==> images/layer_met1.png <==
Drawn at 12 px/um. Supply wires on this layer in gray.
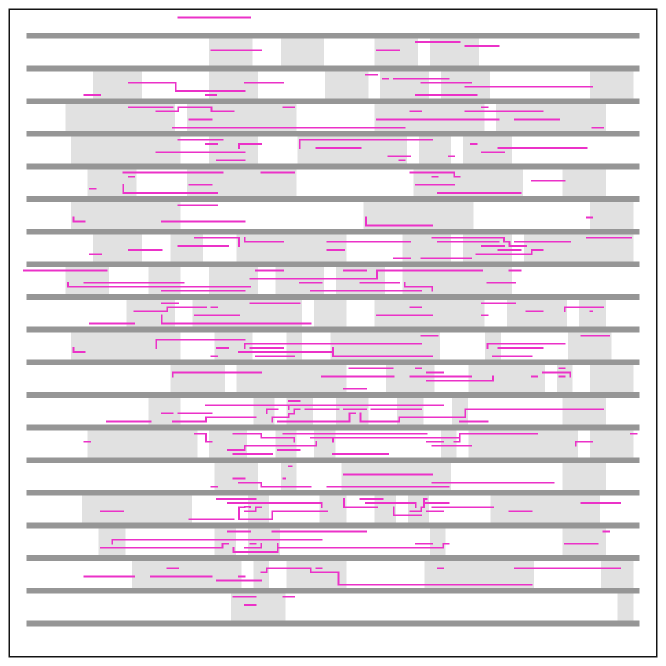
==> images/congestion.png <==
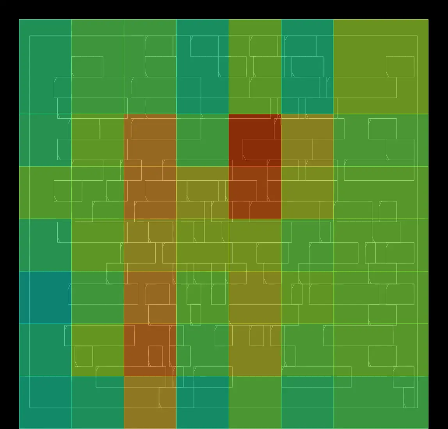
==> images/layer_met3.png <==
Drawn at 6 px/um.
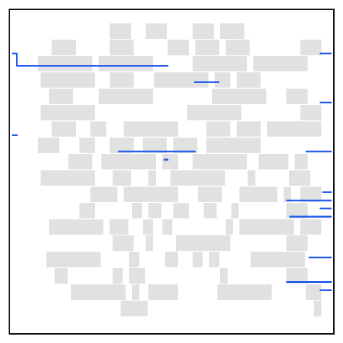
==> images/wires.png <==
Drawn at 10 px/um. Only two layers are drawn.
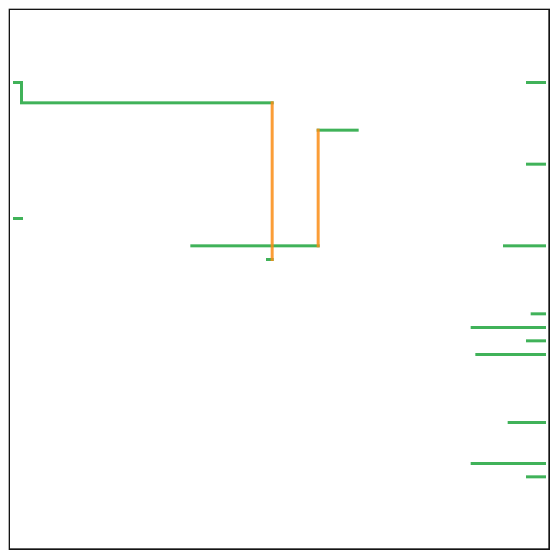
==> images/flops_by_reg.png <==
Drawn at 10 px/um. Other sequential cells in the stronger gray, the rest of the logic in the fainter gray.
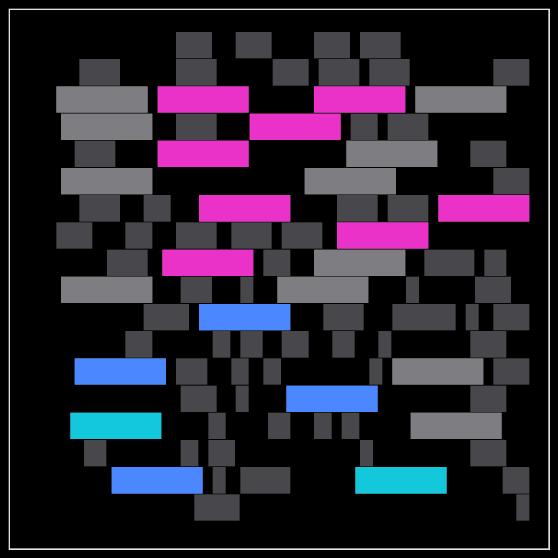
File: src/rtl/serial_deser_rx.sv
// serial_deser_rx: start/data(LSB first)/[parity]/stop deserializer with valid/ready output.
// Optional even-parity bit enabled by defining PARITY_EN. Rev 1.0
`default_nettype none

module serial_deser_rx #(
  parameter int DATA_W = 8
) (
  input  logic              clk,
  input  logic              reset,
  input  logic              sdi,
  output logic [DATA_W-1:0] dout,
  output logic              dout_valid,
  input  logic              dout_ready,
  output logic              frame_err,
  output logic              parity_err,
  output logic              overrun
);

  localparam int CNT_W = $clog2(DATA_W) + 1;
  localparam logic [CNT_W-1:0] C_LAST = CNT_W'(DATA_W - 1);

  localparam logic [1:0] S_IDLE   = 2'd0;
  localparam logic [1:0] S_DATA   = 2'd1;
`ifdef PARITY_EN
  localparam logic [1:0] S_PARITY = 2'd2;
`endif
  localparam logic [1:0] S_STOP   = 2'd3;

  logic [1:0]        r_state;
  logic [CNT_W-1:0]  r_cnt;
  logic [DATA_W-1:0] r_shift;
  logic [DATA_W-1:0] r_dout;
  logic              r_valid;
  logic              r_frame_err;
  logic              r_overrun;
  logic [DATA_W:0]   w_cat;
  logic [DATA_W-1:0] w_shift_next;
  logic              w_par_ok;
  logic              w_slot_free;

  // Data arrives LSB first, so shift in from the top; after DATA_W bits bit 0 is the first one.
  assign w_cat        = {sdi, r_shift};
  assign w_shift_next = w_cat[DATA_W:1];
  assign w_slot_free  = ~r_valid | dout_ready;

`ifdef PARITY_EN
  logic r_par;
  logic r_parity_err;
  assign w_par_ok   = ~(^{r_shift, r_par});
  assign parity_err = r_parity_err;
`else
  assign w_par_ok   = 1'b1;
  assign parity_err = 1'b0;
`endif

  always_ff @(posedge clk or negedge reset) begin
    if (!reset) begin
      r_state     <= S_IDLE;
      r_cnt       <= '0;
      r_shift     <= '0;
      r_dout      <= '0;
      r_valid     <= 1'b0;
      r_frame_err <= 1'b0;
      r_overrun   <= 1'b0;
`ifdef PARITY_EN
      r_par        <= 1'b0;
      r_parity_err <= 1'b0;
`endif
    end else begin
      r_frame_err <= 1'b0;
      r_overrun   <= 1'b0;
`ifdef PARITY_EN
      r_parity_err <= 1'b0;
`endif
      if (r_valid && dout_ready) begin
        r_valid <= 1'b0;
      end
      case (r_state)
        S_IDLE: begin
          if (!sdi) begin
            r_state <= S_DATA;
            r_cnt   <= '0;
          end
        end
        S_DATA: begin
          r_shift <= w_shift_next;
          if (r_cnt == C_LAST) begin
`ifdef PARITY_EN
            r_state <= S_PARITY;
`else
            r_state <= S_STOP;
`endif
          end else begin
            r_cnt <= r_cnt + CNT_W'(1);
          end
        end
`ifdef PARITY_EN
        S_PARITY: begin
          r_par   <= sdi;
          r_state <= S_STOP;
        end
`endif
        S_STOP: begin
          r_state <= S_IDLE;
          if (!sdi) begin
            r_frame_err <= 1'b1;
          end else if (!w_par_ok) begin
`ifdef PARITY_EN
            r_parity_err <= 1'b1;
`endif
          end else if (w_slot_free) begin
            r_dout  <= r_shift;
            r_valid <= 1'b1;
          end else begin
            r_overrun <= 1'b1;
          end
        end
        default: r_state <= S_IDLE;
      endcase
    end
  end

  assign dout       = r_dout;
  assign dout_valid = r_valid;
  assign frame_err  = r_frame_err;
  assign overrun    = r_overrun;

endmodule

`default_nettype wire

File: config.mk
export PLATFORM = sky130hd
export DESIGN_NAME = serial_deser_rx
export DESIGN_NICKNAME = d
export VERILOG_FILES = /design/src/rtl/serial_deser_rx.sv
export SDC_FILE = /design/constraint.sdc
export NUM_CORES = 1
export LEC_CHECK = 0
export CELL_PAD_IN_SITES_DETAIL_PLACEMENT = 1
export CELL_PAD_IN_SITES_GLOBAL_PLACEMENT = 1
export CORE_UTILIZATION = 40
export DETAILED_ROUTE_END_ITERATION = 7
export PLACE_DENSITY_LB_ADDON = 0.1
export SETUP_SLACK_MARGIN = 0.3
export SLEW_MARGIN = 20
export SYNTH_ARGS = -nofsm -noshare
export SYNTH_HDL_FRONTEND = slang
export SYNTH_SLANG_ARGS = --single-unit
File: constraint.sdc
create_clock -name clk -period 3.1 [get_ports clk]
set_clock_uncertainty 0.2 [all_clocks]
set_input_delay 0.62 -clock clk [delete_from_list [all_inputs] [get_ports clk]]
set_output_delay 0.62 -clock clk [all_outputs]
set_load 0.05 [all_outputs]
==> flow_summary.json <==
{
  "status": "completed",
  "wl_met2_um": 859,
  "max_cap_viol_count": 0,
  "ys_types": 26,
  "final_area_um2": 1240,
  "grt_pass1_vias": 644,
  "fmax_ghz": 0.426,
  "slew-limit-headroom_pct": 66.8,
  "most_common_cell": "dfrtp_1",
  "clockBufferDepth": 2,
  "ctsHoldBuffers": 0,
  "hold_path.class": "reg2reg",
  "whs_ns": 0.320,
  "fp_util_pct": 43.0,
  "fin_cells": 122,
  "setup_viol": 0,
  "top_area_share_pct": 58.2,
  "warning_count": 26,
  "ys_cells": 78,
  "yosys_warnings": 0,
  "timing.final.crit_share_pct": 75.8,
  "diodes": 0,
  "path_depth": 1,
  "edf_count": 0,
  "place_area_um2": 1210,
  "die-width_um": 53.8,
  "area_leaders": "dfrtp_1 58%, mux2_2 17%, buf_6 3.1%",
  "ant_nets": 0,
  "comb_area_um2": 397,
  "fin_crit_ns": 2.35,
  "critPathLaunch": "dout[6]",
  "post-place-ws_ns": 0.806,
  "timing.setup.tns_ns": 0,
  "min_to": "dout[4]",
  "worstRegToRegCells": 3,
  "required_ns": 2.28,
  "drv_slew": 0,
  "critical_path.reg2reg.startpoint": "r_state[0]",
  "drcViolationCount": 0,
  "finalHoldViolations": 0,
  "fillers": 269,
  "path_cells": "clkdlybuf4s50_1",
  "place.port_buffers": 14,
  "area_growth_pct": 15.5,
  "cts_buffers": 3,
  "ys_chip_area_um2": 1070,
  "crit_path_end": "dout[6]",
  "met3WireLength_um": 81,
  "start_kind": "register",
  "worstSkewPairLatency_ns": 0.33,
  "common_cells": "25 x dfrtp_1, 16 x mux2_2, 4 x nand3_1, 4 x nor2_1",
  "crit_buf_inv": 1,
  "tightestPinTransition_ns": 0.496,
  "rsz0062_at_grt": "false",
  "async_flop_share_pct": 100,
  "grt-ovfl-total": 0,
  "max_stage_delay_ns": 0.81,
  "highest_layer": "met4",
  "cp-end-kind": "output pin",
  "antenna_found_initial": 0,
  "via_per_inst": 5.20,
  "cts_tree": "done",
  "drtIter0Drc": 2,
  "cts-root-buf": "clkbuf_4",
  "ioPinCount": 16,
  "power_leakage_nw": 0.536,
  "hpwl_um": 1300,
  "grt_pass1_wl_um": 3080,
  "chipArea_um2": 2900,
  "die_y_um": 53.8,
  "ys_seq_share_pct": 58.2,
  "path_delay_family": "buffers and inverters",
  "hold_path_depth": 1,
  "top_area_cell": "dfrtp_1",
  "r2r_end": "dout[7]",
  "setup_slack_ns": 0.750,
  "clk_pin_slew_worst_paths_ns": 0.15,
  "dr.pass1.iters": 3,
  "synth_area_per_cell_um2": 13.8,
  "cp_max_fo": 2,
  "met1Wirelength_um": 863,
  "rows": 18,
  "netlist_area_um2": 1070,
  "yosys_register_bits": 25,
  "slowest_stage": "clkdlybuf4s50_1"
}
Back to the opening pictures, layer_met1.png:
main direction	horizontal
longest straight run	19.8 um
share of all routed wire	47%
nets with wire on the layer	84
vias: 634
Post-Route WL: 1830 um
grt met1 use: 19.8%

Back to the opening pictures, congestion.png:
Final Util: 49.6%
GRT met2 Usage: 24.7%
Wirelength per Cell: 15.0 um
Total GRT Usage: 15.6%
grt peak-use layer: met2

Back to the opening pictures, layer_met3.png:
wire length on this layer	81.9 um
nets with wire on the layer	13
main direction	horizontal
met3 usage: 5.08%

Back to the opening pictures, wires.png:
layer	color	wire length
metal 3	green	81.9 um
metal 4	orange	27.2 um

Back to the opening pictures, flops_by_reg.png:
netlist name	color	sequential cells
r_cnt	blue	4
dout	magenta	8
r_state	cyan	2

-- cells by family (layout without fill, tap and decap cells) --
logic type | count (synthesis) | after routing | synth area share [%]
buf+inv | 6 | 20 | 4.89
fa+ha+maj | 1 | 1 | 1.16
other cells | 1 | 1 | 0.349
flops | 25 | 25 | 58.2
simple gates | 21 | 21 | 13.3
mux | 16 | 16 | 16.8
compound gates | 8 | 8 | 5.35
-- area by class of cell --
type / instances / share of cell area [%]
Clock buffer: 3 / 1.81
Timing Repair Buffer: 15 / 11.9
Inverter: 1 / 0.302
Multi-Input combinational cell: 47 / 32.0
Tap cell: 30 / 3.02
Clock inverter: 1 / 0.605
Sequential cell: 25 / 50.4
-- cells in the final DEF (no fill, tap or decap) --
cell              n
inv_1             1
clkinvlp_4        1
clkbuf_4          3
ha_1              1
nor2b_4           1
nor3_1            1
dfrtp_1          25
conb_1            1
a21o_1            1
or3_1             1
nor4_2            1
nand2_1           3
nand2b_1          1
nor2_1            4
a211o_1           1
nor2b_1           2
o21a_1            2
nand3_1           4
a311o_1           1
a21oi_1           1
buf_4             1
o22ai_1           1
o21ai_0           1
nand2b_4          1
nand3_4           1
and3b_1           1
mux2_2           16
clkdlybuf4s50_1  14
-- power breakdown --
part           leakage [nW]  internal [mW]  switching, mW
clock network        0.0139         0.0494         0.0998
logic                 0.217          0.322          0.379
registers             0.305          0.475          0.134
total                 0.536          0.847          0.613
-- flip-flops by register name (all words and copies together), names as in the netlist --
| signal | count |
|---|---|
| r_state | 2 |
| r_cnt | 4 |
| dout | 8 |
| r_shift | 8 |
| overrun | 1 |
| frame_err | 1 |
| dout_valid | 1 |
No activity file was given, so power comes from the tool's default toggle rates.
